**Run 1: metal layers overlaid**

Scale: 4 px per um. Two of the layers only.
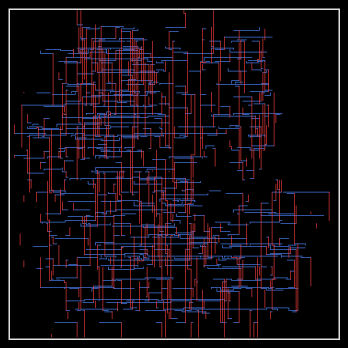
**Run 1: sequential cells coloured by netlist name**

Scale: 6 px per um.
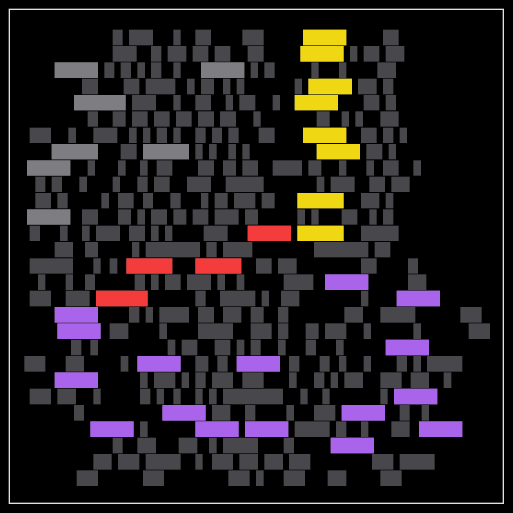
**Run 1: cells coloured by class**

Scale: 3 px per um.
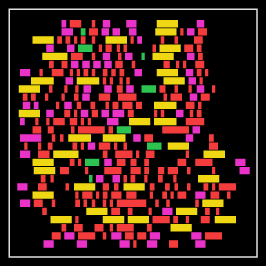
**Run 1: metal 3**

Scale: 4 px per um.
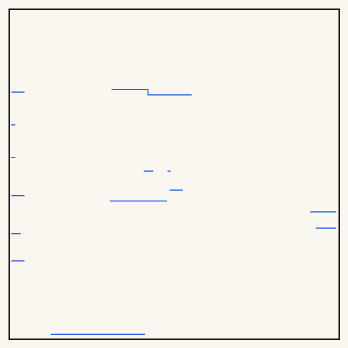
[config.mk]
export PLATFORM = sky130hd
export DESIGN_NAME = spi_controller
export DESIGN_NICKNAME = d
export VERILOG_FILES = /design/src/rtl/spi_pkg.sv /design/src/rtl/spi_phase_timer.sv /design/src/rtl/spi_controller.sv
export SDC_FILE = /design/constraint.sdc
export NUM_CORES = 1
export LEC_CHECK = 0
export ABC_AREA = 1
export CAP_MARGIN = 20
export CELL_PAD_IN_SITES_DETAIL_PLACEMENT = 1
export CELL_PAD_IN_SITES_GLOBAL_PLACEMENT = 2
export CORE_MARGIN = 1.5
export CORE_UTILIZATION = 27
export CTS_CLUSTER_DIAMETER = 120
export DETAILED_ROUTE_END_ITERATION = 8
export PLACE_DENSITY = 0.79
export SETUP_SLACK_MARGIN = 0.4
export SLEW_MARGIN = 5
export SYNTH_ARGS = -nofsm -noshare
export SYNTH_HDL_FRONTEND = slang
export SYNTH_SLANG_ARGS = --single-unit
[constraint.sdc]
create_clock -name clk -period 1.5 [get_ports clk]
set_input_delay 0.225 -clock clk [delete_from_list [all_inputs] [get_ports clk]]
set_output_delay 0.225 -clock clk [all_outputs]
set_load 0.03 [all_outputs]
[src/rtl/spi_pkg.sv]
// Shared types and constants for the SPI register-write initiator.
package spi_pkg;

  localparam int FRAME_BITS = 16;
  localparam int ADDR_W     = 7;
  localparam int DATA_W     = 8;
  localparam int DIV_W      = 8;  // wide enough for CLK_DIV up to 255
  localparam int IDX_W      = 4;  // indexes FRAME_BITS bits

  // Frame field positions (frame is shifted out LSB-first)
  localparam int WR_BIT   = 0;
  localparam int ADDR_LSB = 1;
  localparam int ADDR_MSB = 7;
  localparam int DATA_LSB = 8;
  localparam int DATA_MSB = 15;

  // Peripheral register map
  localparam logic [ADDR_W-1:0] REG_EN_OUT_7_0  = 7'h00;
  localparam logic [ADDR_W-1:0] REG_EN_OUT_15_8 = 7'h01;
  localparam logic [ADDR_W-1:0] REG_EN_PWM_7_0  = 7'h02;
  localparam logic [ADDR_W-1:0] REG_EN_PWM_15_8 = 7'h03;
  localparam logic [ADDR_W-1:0] REG_PWM_DUTY    = 7'h04;

  typedef enum logic [2:0] {
    IDLE,
    SETUP,
    HIGH,
    LOW,
    HOLD,
    GAP
  } spi_state_e;

  typedef logic [FRAME_BITS-1:0] frame_t;

  // Pack the request fields into transmit order.
  function automatic frame_t build_frame(input logic              wr,
                                         input logic [ADDR_W-1:0] addr,
                                         input logic [DATA_W-1:0] data);
    frame_t f;
    f                    = '0;
    f[WR_BIT]            = wr;
    f[ADDR_MSB:ADDR_LSB] = addr;
    f[DATA_MSB:DATA_LSB] = data;
    return f;
  endfunction

endpackage

[src/rtl/spi_phase_timer.sv]
// Phase timer: counts clk cycles within one SPI phase and flags its last cycle.
module spi_phase_timer
  import spi_pkg::*;
#(
  parameter int CLK_DIV = 8
) (
  input  logic clk,
  input  logic rst,
  input  logic clear,
  output logic phase_end
);

  logic [DIV_W-1:0] div_cnt;

  // Counter restarts from zero whenever the owner changes state or is idle.
  // NOTE: sequential state uses non-blocking assignments so every flop samples pre-edge values.
  always_ff @(posedge clk) begin
    if (rst || clear) begin
      div_cnt <= '0;
    end else begin
      div_cnt <= div_cnt + DIV_W'(1);
    end
  end

  // Last cycle of the current phase.
  always_comb begin
    phase_end = (div_cnt == DIV_W'(CLK_DIV - 1));
  end

endmodule

[src/rtl/spi_controller.sv]
// SPI mode-0 initiator: sends one 16-bit LSB-first write frame per request.
module spi_controller
  import spi_pkg::*;
#(
  parameter int CLK_DIV = 8
) (
  input  logic              clk,
  input  logic              rst,
  input  logic              start,
  input  logic              wr,
  input  logic [ADDR_W-1:0] addr,
  input  logic [DATA_W-1:0] wdata,
  output logic              ready,
  output logic              done,
  output logic              cs_n,
  output logic              sclk,
  output logic              copi
);

  // The peripheral's two-flop synchroniser needs at least four clocks per phase.
  if (CLK_DIV < 4 || CLK_DIV > 255) begin : g_bad_clk_div
    $error("spi_controller: CLK_DIV must be within 4..255");
  end

  localparam logic [IDX_W-1:0] LAST_BIT = IDX_W'(FRAME_BITS - 1);

  spi_state_e       state, next_state;
  frame_t           frame_q, frame_d;
  logic [IDX_W-1:0] bit_idx, bit_idx_d;
  logic             cs_n_d, sclk_d, copi_d, done_d;
  logic             phase_end;
  logic             timer_clear;

  // Phase counter is held at zero in IDLE and restarts on every state change.
  assign timer_clear = (state == IDLE) || (next_state != state);

  spi_phase_timer #(
    .CLK_DIV (CLK_DIV)
  ) u_phase_timer (
    .clk       (clk),
    .rst       (rst),
    .clear     (timer_clear),
    .phase_end (phase_end)
  );

  // State and registered outputs; reset aborts any frame in flight.
  always_ff @(posedge clk) begin
    if (rst) begin
      state   <= IDLE;
      frame_q <= '0;
      bit_idx <= '0;
      cs_n    <= 1'b1;
      sclk    <= 1'b0;
      copi    <= 1'b0;
      done    <= 1'b0;
    end else begin
      state   <= next_state;
      frame_q <= frame_d;
      bit_idx <= bit_idx_d;
      cs_n    <= cs_n_d;
      sclk    <= sclk_d;
      copi    <= copi_d;
      done    <= done_d;
    end
  end

  // Next-state sequencing: one phase per state visit, 16 HIGH and 15 LOW phases.
  // NOTE: every combinational output gets a default first so no latch is inferred.
  always_comb begin
    next_state = state;
    case (state)
      IDLE:    if (start)     next_state = SETUP;
      SETUP:   if (phase_end) next_state = HIGH;
      HIGH:    if (phase_end) next_state = (bit_idx == LAST_BIT) ? HOLD : LOW;
      LOW:     if (phase_end) next_state = HIGH;
      HOLD:    if (phase_end) next_state = GAP;
      GAP:     if (phase_end) next_state = IDLE;
      default:                next_state = IDLE;
    endcase
  end

  // Next values for the pins and shift datapath; COPI only moves at CS fall or SCLK fall.
  always_comb begin
    frame_d   = frame_q;
    bit_idx_d = bit_idx;
    cs_n_d    = cs_n;
    sclk_d    = sclk;
    copi_d    = copi;
    done_d    = 1'b0;
    case (state)
      IDLE: begin
        cs_n_d = 1'b1;
        sclk_d = 1'b0;
        copi_d = 1'b0;
        if (start) begin
          frame_d   = build_frame(wr, addr, wdata);
          cs_n_d    = 1'b0;
          copi_d    = wr;
          bit_idx_d = '0;
        end
      end
      SETUP: begin
        if (phase_end) sclk_d = 1'b1;
      end
      HIGH: begin
        if (phase_end) begin
          sclk_d = 1'b0;
          if (bit_idx != LAST_BIT) begin
            bit_idx_d = bit_idx + IDX_W'(1);
            copi_d    = frame_q[bit_idx + IDX_W'(1)];
          end
        end
      end
      LOW: begin
        if (phase_end) sclk_d = 1'b1;
      end
      HOLD: begin
        if (phase_end) begin
          cs_n_d = 1'b1;
          copi_d = 1'b0;
        end
      end
      GAP: begin
        if (phase_end) done_d = 1'b1;
      end
      default: begin
        cs_n_d = 1'b1;
        sclk_d = 1'b0;
        copi_d = 1'b0;
      end
    endcase
  end

  // Requests are only taken in IDLE.
  always_comb begin
    ready = (state == IDLE);
  end

endmodule

==> Changelog: implementation, run 1 <==
### Physical design

- Status: finished, violations left
- Failing checks: setup timing
- CP Max Fanout: 8
- Worst setup startpoint: u_phase_timer.div_cnt[0]
- Synth cell types: 23
- Late-Pin Clk Latency: 0.29 ns
- Global route total overflow: 0
- Num Clock Sinks: 35
- Worst slew margin: 76.1%
- Dominant logic cell type in the layout: nand2_1
- Vias in the first global route: 1,710
- RSZ-0062 raised after global routing: true
- Ys cells: around 240
- Syn. warnings: 0
- Max-Cap Viols: 0
- Post-route setup slack: -0.118 ns
- Largest cells by area after synthesis: dfxtp_1 41%, nand2_1 10%, a21oi_1 7.4%
- Largest net degree at the start of global routing: 32
- Post-Route Skew: between 0.01 and 0.015 ns
- Drt drc: 0
- CP bufs+invs: 1
- Min Clock Period, post-route: approximately 1.6 ns
- CP dominant cell by count: nand3_4
- Synth Instances: 239
- Post-Syn Area per Cell: 7.07 um^2
- Die area: 0.00674 mm^2
- Die Y-Extent: 82.1 um
- Cell taking the most area after synthesis: dfxtp_1
- CTS tree: built
- Gpl congestion: 0.798
- Root Buffer Master: clkbuf_8
- Critical Path Sink: u_phase_timer.div_cnt[6]
- Worst Path Arrival: approximately 1.8 ns
- TNS Setup: -0.852 ns
- WHS Path Cells: 2
- Register area share after synthesis: 41.5%
- Tcrit/Tclk final: 108%
- CP Class: flip-flop to flip-flop
- Crit path launch type: flip-flop
- Final setup viols: 8
- Final slew viol count: 0
- Initial antenna violation count: 0
- R2R Path Start: u_phase_timer.div_cnt[0]
- Pre-CTS setup slack: -0.0813 ns
- First-pass GRT wire length: ~7.6 mm
- Detail Placement HPWL: 3.29 mm
- Syn Nets: approximately 260
- I/O pin cnt: 24
- Starting DRT DRC Count: 25
- Via-to-Cell Ratio: 4.50
- Hold slack: 0.456 ns
- CP max stage cell: dfxtp_2
- Pwr/cell area: 742 mW/mm^2
- CP endpoint kind: flip-flop
- Cell depth of the worst setup path: 10
- Post-synthesis instance area: 0.00169 mm^2
- Least-Margin Pin Slew: 0.358 ns
- Placed insts: approximately 360
- Max incr delay on CP: 0.35 ns
- Chip width: 82.1 um
- Number of CTS-inserted buffers: 5
- Final nets: 325
- Placed Area: 0.00227 mm^2
-- 'metal layers overlaid' (at the start) --
blue -> M1  # wire length 2,210 um
red -> M2  # wire length 2,290 um
Total GRT Usage: 14.9%
post-DR wirelength/cell: 12.2 um
final WL: 4.65 mm
vias: 1,709

-- 'sequential cells coloured by netlist name' (at the start) --
purple -> frame_q  # flops 16
yellow -> u_phase_timer.div_cnt  # flops 8
red -> bit_idx  # flops 4

-- 'cells coloured by class' (at the start) --
magenta -> remaining buffers and delay cells  # cells 64, share of their area 21%
yellow -> registers  # cells 35, share of their area 28%
green -> clock drivers and dummy loads  # cells 8, share of their area 3.1%
red -> remaining logic cells  # cells 198, share of their area 49%
Rows: 28
Core Util, Final: 44.9%
design area: 0.00269 mm^2
core footprint: 0.00599 mm^2
Seq area share: 26.6%

-- 'metal 3' (at the start) --
nets with wire on the layer = 10
main direction = horizontal
share of all routed wire = 1.9%
longest straight run = 23.2 um
GR Util met3: 3.30%

[run 1: state kept, by name (all words and copies together), names as in the netlist]
register               flops
bit_idx                    4
state                      3
copi                       1
sclk                       1
u_phase_timer.div_cnt      8
cs_n                       1
frame_q                   16
done                       1
[run 1: kinds of logic after synthesis]
group	after synthesis	share of synthesized area, %
and+or+nand+nor	99	26.8
AOI/OAI and AO/OA	52	15.9
buffers and inverters	41	9.19
DFF	35	41.5
xor gates and xnor gates	10	5.18
adders and majority gates	2	1.48
[run 1: layout make-up]
type / instances / area, um^2
Fill cell: 734 / 3300
Multi-Input combinational cell: 163 / 1120
Sequential cell: 35 / 716
Timing Repair Buffer: 64 / 539
Inverter: 35 / 139
Tap cell: 75 / 93.8
Clock buffer: 7 / 76.3
Clock inverter: 1 / 5.00
[run 1: repair_timing]
item / CTS / global route
setup buffers: 7 / 4
setup endpoints to repair: 40 / 36
pin swaps: 10 / 14
resized: 51 / 57
[run 1: power breakdown]
part	total [mW]	internal, mW	switching, mW
logic	0.348	0.156	0.193
clock network	0.659	0.326	0.333
registers	0.989	0.973	0.0167
[run 1: per-layer routing]
layer  share of wire [%]  up-vias  GRT usage [%]
met2                  49       15           24.2
met4                 1.5        0           5.59
met5                   0        -              0
met1                  48      790           19.1
met3                 1.9        6           3.30
li1                    -      898              -
[run 1: cells in the mapped netlist]
cell type	n
a21boi_0	1
a21oi_1	25
buf_2	1
clkbuf_1	5
clkinv_1	1
dfxtp_1	35
ha_1	2
inv_1	32
inv_2	2
nand2_1	47
nand2_2	4
nand3_1	23
nand3_2	1
nand3_4	1
nor2_1	18
nor2_2	2
nor2_4	2
nor4_1	1
o211ai_1	1
o21ai_0	24
o21bai_1	1
xnor2_1	5
xor2_1	5
--- run 2 (diff from run 1) ---
- PLACE_DENSITY: 0.79 -> 0.72
==> Changelog: implementation, run 2 <==
### Physical design

- Total GRT Usage: 15.3%
- Synth async-reset ratio: 0%
- Starting DRT DRC Count: 31
- Die Y-Extent: 82.1 um
- Buffers, non-clock: around 60
- Number of CTS-inserted buffers: 5
- Status: finished, violations left
- Top cell category: combinational gates
- Multi-input gates: 163
- Top reg by flops: frame_q
- Syn Nets: around 260
- RSZ-0062 raised after global routing: true
- R2R Path Start: u_phase_timer.div_cnt[1]
- Initial antenna violation count: 0
- Late-Pin Clk Latency: 0.28 ns
- Drt drc: 0
- Fraction of area in multi-input gates: 39.2%
- Final nets: 321
- Failing checks: setup timing
- Least-Margin Pin Slew: between 0.2 and 0.3 ns
- Detail Placement HPWL: 3.29 mm
- Placed Area: 0.00226 mm^2
- Top cells by count, synth: 47 x nand2_1, 35 x dfxtp_1, 32 x inv_1, 25 x a21oi_1, 24 x o21ai_0
- Basic Gates by Area: 26.8%
- Main kind of combinational logic by area: simple AND/OR/NAND/NOR gates
- Top flop regs: frame_q (16), u_phase_timer.div_cnt (8), bit_idx (4)
- TNS Setup: -0.483 ns
- Post-route setup slack: -0.0651 ns
- Die area: 0.00674 mm^2
- Max reg flops: 16
- Seq. cell area: 712 um^2
- Synth Instances: about 240
- CP endpoint kind: flip-flop
- Gpl congestion: between 0.7 and 0.8
- Synth top cell by count: nand2_1
- Post-Route Skew: roughly 0.010 ns
- Register area share after synthesis: 41.5%
- Tcrit/Tclk final: 104%
- Inverters: 35
- Dominant logic cell type in the layout: nand2_1
- Final setup viols: 10
- Min Clock Period, post-route: ~1.6 ns
- Crit path launch type: flip-flop
- Final slew viol count: 0
- Mux share: 0%
- Layout clock buffers: 6
- Post-synthesis instance area: ~0.0017 mm^2
- Global route total overflow: 0
- Clock-cell share: 3.36%
- Area fraction in compound gates: 15.9%
- Core footprint: approximately 0.006 mm^2
- Synth cell types: 23
-- run 2: cell types whose count changed in the layout (fill, tap and decap cells not counted), sizes merged --
cell / before / now
clkinv: 1 / 2
buf: 46 / 42
inv: 35 / 34
clkbuf: 7 / 6
clkinvlp: 0 / 1
-- run 2: worst max-delay path, stage by stage, from the launching register on --
cell and delay [ns]:
dfxtp_2 0.35, ha_4 0.15, nand3_4 0.08, nor2_4 0.19
buf_4 0.15, o21ai_0 0.08, inv_1 0.09, nand2_2 0.06
nand2_2 0.07, nand2_2 0.06, nand3_4 0.12, nor2_1 0.06
-- run 2: final timing paths --
check,to,slack (ns),depth (start not counted)
setup / recovery,u_phase_timer.div_cnt[6],-0.07,11
setup reg to reg,u_phase_timer.div_cnt[6],-0.07,11
hold reg to reg,frame_q[10],0.46,2
hold / removal,frame_q[10],0.46,2
-- run 2: kinds of logic (layout without fill, tap and decap cells) --
family          Yosys count  after routing
simple gates             99             99
compound gates           52             52
buf+inv                  41            103
flops                    35             35
xor+xnor                 10             10
fa+ha+maj                 2              2
-- run 2: timing repair --
action / in CTS / in global routing
setup endpoints to repair: 40 / 36
cloned: 0 / 0
resized: 54 / 25
pin swaps: 11 / 4
buffers inserted: 6 / 2
-- run 2: layer usage --
layer  up-vias  global-route usage [%]  part of all wire [%]
li1        884                       -                     -
met1       776                    19.4                    49
met2        19                    25.0                    47
met3         4                    3.96                   2.4
met4         0                    5.08                  0.81
met5         -                       0                     0
-- run 2: power by group --
part / switching, mW / total [mW] / internal (mW)
Sequential: 0.0159 / 0.990 / 0.974
Clock: 0.347 / 0.671 / 0.325
Combinational: 0.166 / 0.307 / 0.141
**Run 2: cells coloured by class**

Scale: 3 px per um.
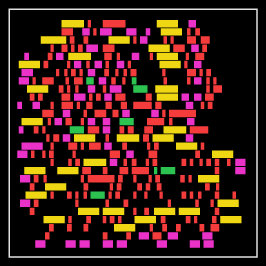
red -> remaining logic cells  # cells 198, share of their area 46%
yellow -> registers  # cells 35, share of their area 29%
magenta -> remaining buffers and delay cells  # cells 60, share of their area 21%
green -> clock drivers and dummy loads  # cells 8, share of their area 3.5%
Seq area share: 28.1%
Core Util, Final: 42.3%
design area: 0.00253 mm^2

**Run 2: metal 3**

Scale: 4 px per um.
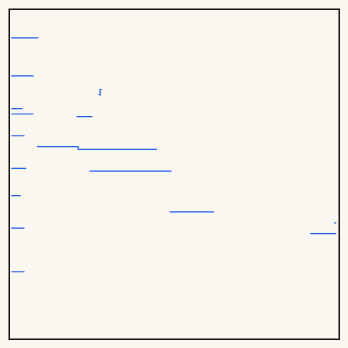
main direction = horizontal
longest straight run = 20.2 um
nets with wire on the layer = 14
wire length on this layer = 107 um
final WL: 4.55 mm
GR Util met3: 3.96%
vias: 1,683

**Run 2: placed standard cells**

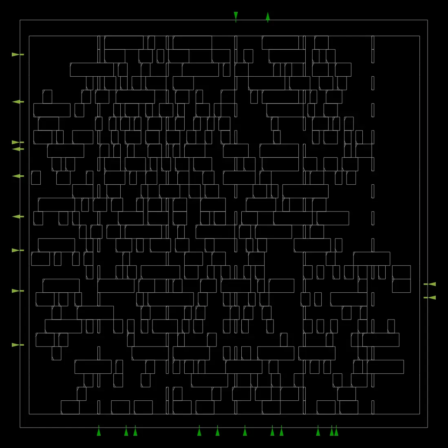
tap cell count: 75
final std cells w/o fill: 376
Flop Count: 35
# fillers: 742

--- run 3 (diff from run 2) ---
- CORE_UTILIZATION: 27 -> 28
- CTS_BUF_LIST: unset -> sky130_fd_sc_hd__clkbuf_2
- PLACE_DENSITY: 0.72 -> 0.75
==> Changelog: implementation, run 3 <==
### Physical design

- Post-route setup slack: -0.0747 ns
- Root Buffer Master: clkbuf_2
- Status: finished, violations left
- Global route total overflow: 0
- Leading power group: registers
- Worst reg2reg setup slack: -0.07 ns
- Final setup viols: 14
- FF-to-FF path depth: 10
- TNS Setup: -0.892 ns
- Post-Syn Area per Cell: just over 7 um^2
- Starting DRT DRC Count: 44
- Worst slew margin: approximately 84%
- I/O pin cnt: 24
- CP Max Fanout: 6
- Cell taking the most area after synthesis: dfxtp_1
- Max-Cap Viols: 0
- Core Util, Final: 42.9%
- Pwr/cell area: about 750 mW/mm^2
- GR Util met3: 3.75%
- Met1 Use GR: 20.4%
- Least-Margin Pin Slew: roughly 0.24 ns
- Top flop regs: frame_q (16), u_phase_timer.div_cnt (8), bit_idx (4)
- Largest net degree at the start of global routing: 32
- Grt peak-use layer: met2
- Final WL: ~4.6 mm
- # fillers: 747
- Syn. warnings: 0
- Pre-CTS setup slack: -0.106 ns
- Post-Route Skew: 0.0188 ns
- Failing checks: setup timing
- Num Clock Sinks: 35
- Clock power frac: 31.9%
- Synth cell types: 23
- Top_reg_cell synth: dfxtp_1
- WHS Endpoint: frame_q[0]
- Die Y-Extent: 80.7 um
- Post-synthesis instance area: 0.00169 mm^2
- Syn Nets: 260
- Number of CTS-inserted buffers: 5
- Top cells by count, synth: 47 x nand2_1, 35 x dfxtp_1, 32 x inv_1, 25 x a21oi_1, 24 x o21ai_0
- Worst Path Arrival: 1.90 ns
- Gpl congestion: 0.822
- Hold slack: 0.396 ns
- Logic pwr share: 16.0%
- Min Clock Period, post-route: 1.57 ns
- Sw frac: 26.4%
- CTS tree: built
==> run 3: cell counts after synthesis <==
Identical to the previous run, type by type.
==> run 3: cell families (layout without fill, tap and decap cells) <==
group | Yosys count | after routing | share of synthesized area, %
xor+xnor | 10 | 10 | 5.18
fa+ha+maj | 2 | 2 | 1.48
compound gates | 52 | 52 | 15.9
buf+inv | 41 | 104 | 9.19
simple gates | 99 | 99 | 26.8
flops | 35 | 35 | 41.5
==> run 3: layout make-up <==
class / count / area, um^2 / share of cell area (%)
Timing Repair Buffer: 62 / 553 / 21.9
Inverter: 35 / 138 / 5.46
Tap cell: 75 / 93.8 / 3.72
Sequential cell: 35 / 722 / 28.6
Multi-Input combinational cell: 163 / 956 / 37.9
Clock inverter: 1 / 30.0 / 1.19
Clock buffer: 6 / 30.0 / 1.19
==> run 3: worst max-delay path by stage <==
stage,endpoint,start,cells after the start,slack [ns]
floorplan,u_phase_timer.div_cnt[0],u_phase_timer.div_cnt[0],11,-0.004
global placement,u_phase_timer.div_cnt[6],u_phase_timer.div_cnt[1],10,-0.02
detailed placement,u_phase_timer.div_cnt[0],u_phase_timer.div_cnt[1],11,-0.11
CTS,u_phase_timer.div_cnt[0],u_phase_timer.div_cnt[1],11,-0.11
global route,u_phase_timer.div_cnt[3],u_phase_timer.div_cnt[1],11,-0.24
finish,copi,u_phase_timer.div_cnt[1],10,-0.07
==> run 3: worst max-delay path: stages (launching register included) <==
cell      delay [ns]
dfxtp_4         0.40
ha_4            0.14
nand3_4         0.06
nor2_4          0.16
nand2_2         0.10
buf_4           0.14
buf_6           0.10
nand2_2         0.05
a21boi_2        0.14
nand2_1         0.07
a21oi_2         0.12
==> run 3: metal layers <==
metal	share of wire [%]	vias up
met5	0	-
met4	1.5	0
met3	3.1	6
met2	47	22
met1	48	793
li1	-	893
**Run 3: metal layers overlaid**

Scale: 4 px per um. Two of the layers only.
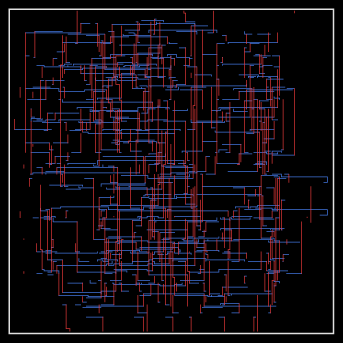
blue -> M1  # wire length 2,220 um
red -> M2  # wire length 2,190 um
vias: 1,714
Total GRT Usage: 15.8%

**Run 3: metal 3**

Scale: 4 px per um.
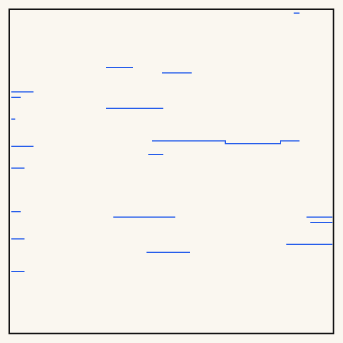
share of all routed wire = 3.1%
wire length on this layer = 143 um
main direction = horizontal
nets with wire on the layer = 15

**Run 3: cells coloured by class**

Scale: 3 px per um.
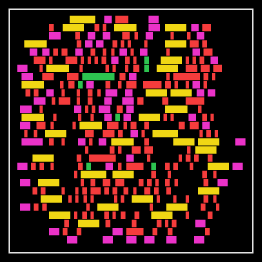
core footprint: 0.00589 mm^2
Seq area share: 28.6%
design area: 0.00252 mm^2

Power and IR drop assume default switching activity.
